### Metal layers overlaid

Drawn at 6 px/um. Only two layers are drawn.
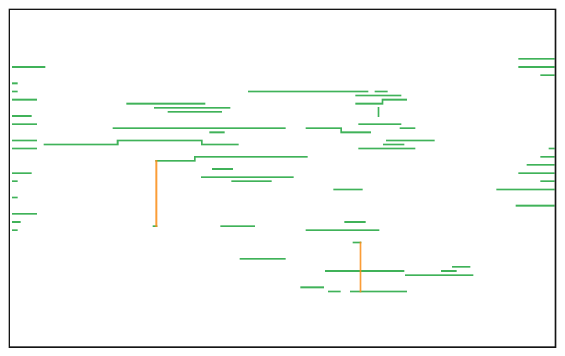
### Routing congestion map

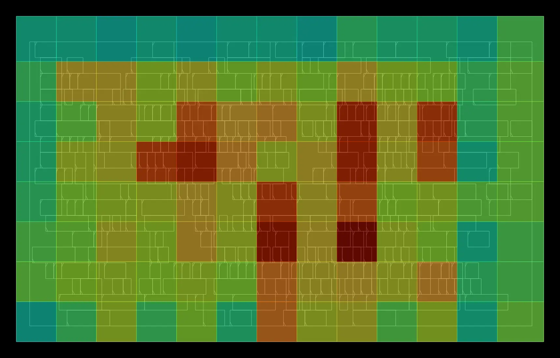
### Register map, names as in the netlist

Drawn at 6 px/um. Other sequential cells in the stronger grey, the rest of the logic in the fainter grey.
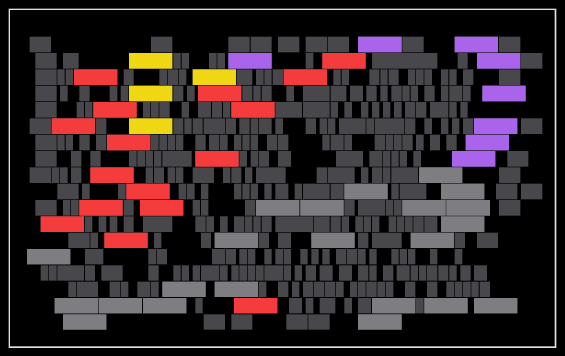
### Metal 3

Drawn at 6 px/um.
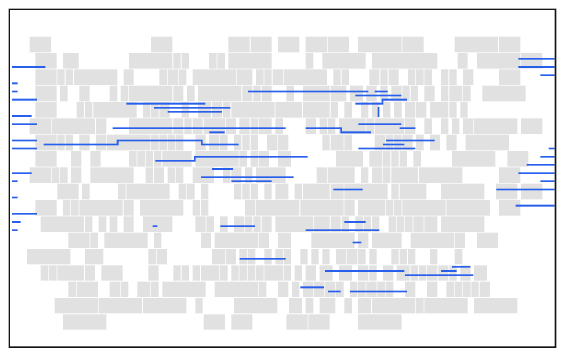
### Signal wires on met1

Drawn at 8 px/um. Supply wires on this layer in grey.
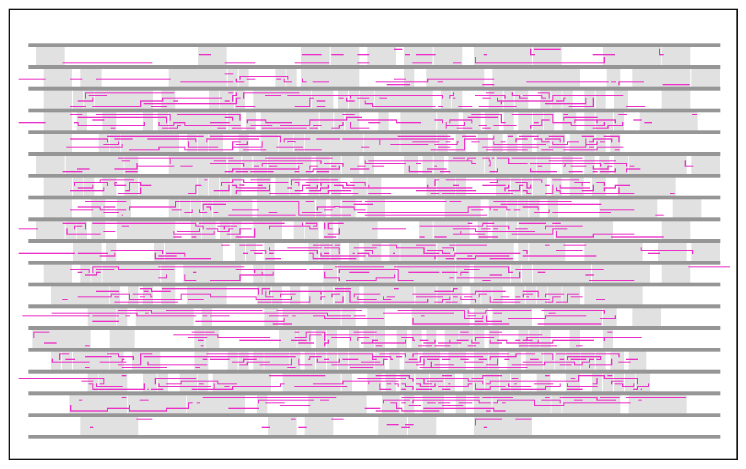
--- src/rtl/seg7_pkg.sv ---
// Shared seven-segment constants: blank pattern, hex glyph table and a register-width helper.
package seg7_pkg;

    localparam logic [7:0] SEG_OFF = 8'hFF;

    // Active-low glyphs for bits 6..0 (g..a), indexed by nibble value.
    localparam logic [6:0] SEG_TABLE [16] = '{
        7'h40, 7'h79, 7'h24, 7'h30, 7'h19, 7'h12, 7'h02, 7'h78,
        7'h00, 7'h18, 7'h08, 7'h03, 7'h27, 7'h21, 7'h06, 7'h0E
    };

    // Smallest width (at least 1) whose range covers n distinct values.
    function automatic int unsigned width_of(input int unsigned n);
        int unsigned w;
        w = 1;
        for (int unsigned i = 1; i < 32; i++) begin
            if ((32'd1 << i) < n) w = i + 1;
        end
        return w;
    endfunction

endpackage

--- src/rtl/hex_seg_dec.sv ---
// Combinational hex nibble to active-low seven-segment decoder (bits 6..0 = g..a).
module hex_seg_dec
    import seg7_pkg::*;
(
    input  logic [3:0] nibble,
    output logic [6:0] segs
);

    assign segs = SEG_TABLE[nibble];

endmodule

--- src/rtl/multi_digit_hex_scan.sv ---
// Time-multiplexed hex display driver with shadow registers, leading-zero blanking and a
// one-cycle blank between digit slots to suppress ghosting.
module multi_digit_hex_scan
    import seg7_pkg::*;
#(
    parameter int DIGITS   = 4,
    parameter int SCAN_DIV = 50000,
    parameter int LZ_BLANK = 1
) (
    input  logic                  clk,
    input  logic                  rst,
    input  logic [4*DIGITS-1:0]   value,
    input  logic [DIGITS-1:0]     dp,
    input  logic                  load,
    output logic [7:0]            seg,
    output logic [DIGITS-1:0]     dig
);

    localparam int unsigned CNT_W = width_of(SCAN_DIV);
    localparam int unsigned IDX_W = width_of(DIGITS);

    logic [CNT_W-1:0]    cnt;
    logic [IDX_W-1:0]    idx;
    logic [4*DIGITS-1:0] value_sh;
    logic [DIGITS-1:0]   dp_sh;

    logic       tick;
    logic [3:0] nib_sel;
    logic       dp_sel;
    logic       lz_sel;
    logic       all_zero;
    logic [6:0] seg_dec;
    logic [6:0] seg_lit;

    assign tick = (cnt == CNT_W'(SCAN_DIV - 1));

    // Walk from the top digit down so all_zero means "this nibble and every one above it".
    always_comb begin
        nib_sel  = 4'h0;
        dp_sel   = 1'b0;
        lz_sel   = 1'b0;
        all_zero = 1'b1;
        for (int j = DIGITS - 1; j >= 0; j--) begin
            all_zero = all_zero & (value_sh[4*j +: 4] == 4'h0);
            if (idx == IDX_W'(j)) begin
                nib_sel = value_sh[4*j +: 4];
                dp_sel  = dp_sh[j];
                lz_sel  = all_zero & (j != 0);
            end
        end
    end

    hex_seg_dec u_dec (
        .nibble (nib_sel),
        .segs   (seg_dec)
    );

    assign seg_lit = ((LZ_BLANK != 0) && lz_sel) ? SEG_OFF[6:0] : seg_dec;

    always_ff @(posedge clk) begin
        if (rst) begin
            cnt      <= '0;
            idx      <= '0;
            value_sh <= '0;
            dp_sh    <= '0;
            seg      <= SEG_OFF;
            dig      <= '1;
        end else begin
            if (load) begin
                value_sh <= value;
                dp_sh    <= dp;
            end
            if (tick) begin
                cnt <= '0;
                idx <= (idx == IDX_W'(DIGITS - 1)) ? '0 : idx + 1'b1;
                seg <= SEG_OFF;
                dig <= '1;
            end else begin
                cnt <= cnt + 1'b1;
                seg <= {~dp_sel, seg_lit};
                dig <= ~(DIGITS'(1) << idx);
            end
        end
    end

endmodule

--- config.mk ---
export PLATFORM = sky130hd
export DESIGN_NAME = multi_digit_hex_scan
export DESIGN_NICKNAME = d
export VERILOG_FILES = /design/src/rtl/seg7_pkg.sv /design/src/rtl/hex_seg_dec.sv /design/src/rtl/multi_digit_hex_scan.sv
export SDC_FILE = /design/constraint.sdc
export NUM_CORES = 1
export LEC_CHECK = 0
export ABC_AREA = 1
export CAP_MARGIN = 20
export CORE_ASPECT_RATIO = 0.6
export CORE_MARGIN = 2
export CORE_UTILIZATION = 54
export CTS_CLUSTER_SIZE = 28
export DETAILED_ROUTE_END_ITERATION = 7
export PLACE_DENSITY = 0.85
export SYNTH_ARGS = -nofsm -noshare
export SYNTH_HDL_FRONTEND = slang
export SYNTH_SLANG_ARGS = --single-unit
--- constraint.sdc ---
create_clock -name clk -period 2.7 [get_ports clk]
set_input_delay 0.54 -clock clk [delete_from_list [all_inputs] [get_ports clk]]
set_output_delay 0.54 -clock clk [all_outputs]
set_load 0.05 [all_outputs]
==> impl_report.txt <==
PHYSICAL IMPLEMENTATION REPORT
----------------------------------------------------
[GRT]
  GRT overflow ........................ 0
  Number of antenna violations at the first check in global routing ........................ 0
  Combined global-route utilization of all metal layers ........................ 21.9%
  Met2 routing resource usage after global routing ........................ 32.6%

[Run]
  Max Cap Viol ........................ 0

[Layout]
  Non-clk invs ........................ 33
  Number of non-clock buffers in the layout ........................ 36
  Most instantiated logic cell after routing ........................ sky130_fd_sc_hd__nand2_1
  Multi-input gate share of the layout cell area ........................ 43.1%
  Share of cells above drive strength 1 ........................ 7.35%
  Leading cell kind ........................ logic gates
  Clock buffer and inverter area fraction after layout ........................ 3.64%
  Relative area of non-clock buffer cells in the final design ........................ 12.2%
  Number of nets in the layout ........................ 414
  Syn-to-layout area delta ........................ 19.6%
  Final standard cell area without fillers ........................ 0.00292 mm^2
  Number of clock buffers in the layout ........................ 7
  Number of filler instances in the final layout ........................ 374
  Number of flip-flops and latches ........................ 50

[Yosys]
  Net count of the mapped netlist ........................ 381
  Post-synthesis compound-gate area fraction ........................ 9.28%
  Adder share ........................ 5.64%
  Synth Area per Inst ........................ 7.03 um^2
  Most frequently used cell type in the post-synthesis netlist ........................ sky130_fd_sc_hd__nand2_1
  Synthesis warning total ........................ 0
  Post-synthesis cell type with the largest combined area ........................ sky130_fd_sc_hd__dfxtp_1
  Synthesized-area fraction occupied by xor and xnor cells ........................ 1.08%
  Max-area cell share ........................ 41.0%
  Share of synthesized cell area in and, or, nand and nor gates ........................ 35.6%
  Distinct cells, synth ........................ 28
  Count of flip-flops with a built-in enable after synthesis ........................ 0
  Syn Std Cell Area ........................ 0.00244 mm^2

[Clock tree]
  Post-cts gate resize count ........................ 0
  Clk slew on worst S/H paths ........................ 0.09 ns
  H-tree depth ........................ 2
  Number of CTS-inserted buffers ........................ 5
  TritonCTS clock tree ........................ built
  Clock latency at the later pin of the worst-skew pair ........................ 0.30 ns

[Drt]
  Post-route DRC ........................ 0
  Met3 WL ........................ 386 um
  Routed Antenna Nets ........................ 0
  Routed Wire Length ........................ 5410 um
  First drt pass iteration count ........................ 5
  First-iteration detailed-routing DRC count ........................ 106

[Worst setup path]
  Reg2reg setup slack ........................ 0.39 ns
  Number of cells on the critical path ........................ 11
  Cell breakdown of the critical path ........................ inv_1 -> ha_1 -> inv_1 -> or2_2 -> nand2_1 -> inv_1 -> ha_1 -> nand3_1 -> nand2_1 -> nand2_1 -> nand3_1
  Critical Path Start ........................ idx[0]
  Max stage delay cell, worst path ........................ sky130_fd_sc_hd__dfxtp_1
  End point of the critical path ........................ seg[3]
  Largest stage delay on the critical path ........................ 0.35 ns
  Endpoint of the most critical register-to-register path ........................ seg[3]
  Setup crit end kind ........................ register

[Placed design]
  Final estimated routing congestion in global placement ........................ 0.966
  # port buffers ........................ 34
  Dpl hpwl ........................ 3980 um
  Pre-CTS WS ........................ 0.435 ns
  Area post-placement ........................ 0.00281 mm^2

[Final timing]
  Post-Route Setup TNS ........................ 0 ns
  Worst setup margin ........................ 0.387 ns
  Shortest clock period the worst path allows after layout ........................ 2.31 ns
  Final tally of setup violations ........................ 0
  Setup repair after global routing missed its margin ........................ false
  Final Max Tran Viols ........................ 0
  Number of hold-slack violations in the final timing report ........................ 0

[Power and ir drop]
  Switching part of the total ........................ 25.6%
  Power per cell area ........................ 525 mW/mm^2
  Maximum vdd ir drop ........................ 0.318 mV
  Cell Int Power ........................ 1.14 mW
  Leakage ........................ 1.23 nW

[Worst hold path]
  Instance count along the most critical hold path ........................ 1
  Endpoint with the worst hold slack ........................ cnt[0]
  Worst hold-check path type ........................ reg2reg

[Floorplan]
  Area of the placeable core ........................ 0.00423 mm^2
  Number of core rows ........................ 18
  DIE AREA ........................ 0.00509 mm^2

[Status]
  Result of the run ........................ completed

----------------------------------------------------
## Picture notes: 'Metal layers overlaid'
[M3] green | wire length: 386 um
[M4] orange | wire length: 19.0 um

## Picture notes: 'Routing congestion map'
average routed wire per standard cell: 12.3 um
final core area utilization: 69.0%
met3 track utilization from global routing: 4.88%
met1 GRT Util: 32.0%

## Picture notes: 'Register map, names as in the netlist'
[dp_sh] yellow | flops: 4 | where: top left
[seg] purple | flops: 8 | where: top right
[value_sh] red | flops: 16
not coloured: 22

## Picture notes: 'Metal 3'
wire length on this layer: 386 um
longest straight run: 28.5 um

## Picture notes: 'Signal wires on met1'
wire length on this layer: 2710 um
longest straight run: 27.1 um
share of all routed wire: 50%
main direction: horizontal

-- flip-flops by register name, indices dropped and copies added, names as in the netlist --
signal and cells:
cnt 16, value_sh 16, seg 8, dig 4, dp_sh 4, idx 2
-- power groups by stage --
stage | registers [mW] | logic, mW | clock network [mW]
after CTS | 0.792 | 0.220 | 0.519
after floorplan | 0.847 | 0.101 | 0
after global placement | 0.809 | 0.215 | 0
final | 0.793 | 0.221 | 0.520
after detailed placement | 0.809 | 0.218 | 0
after global routing | 0.797 | 0.244 | 0.555
-- stage by stage --
stage          utilization (%)  hold WS (ns)  instances
5_1_grt                   69.0         0.484        441
6_report                  69.0         0.455        441
2_1_floorplan                -         0.418        347
4_1_cts                   69.0         0.457        441
3_5_place_dp              66.5         0.439        433
3_3_place_gp              66.5         0.429        433
No activity file was given, so power comes from the tool's default toggle rates.
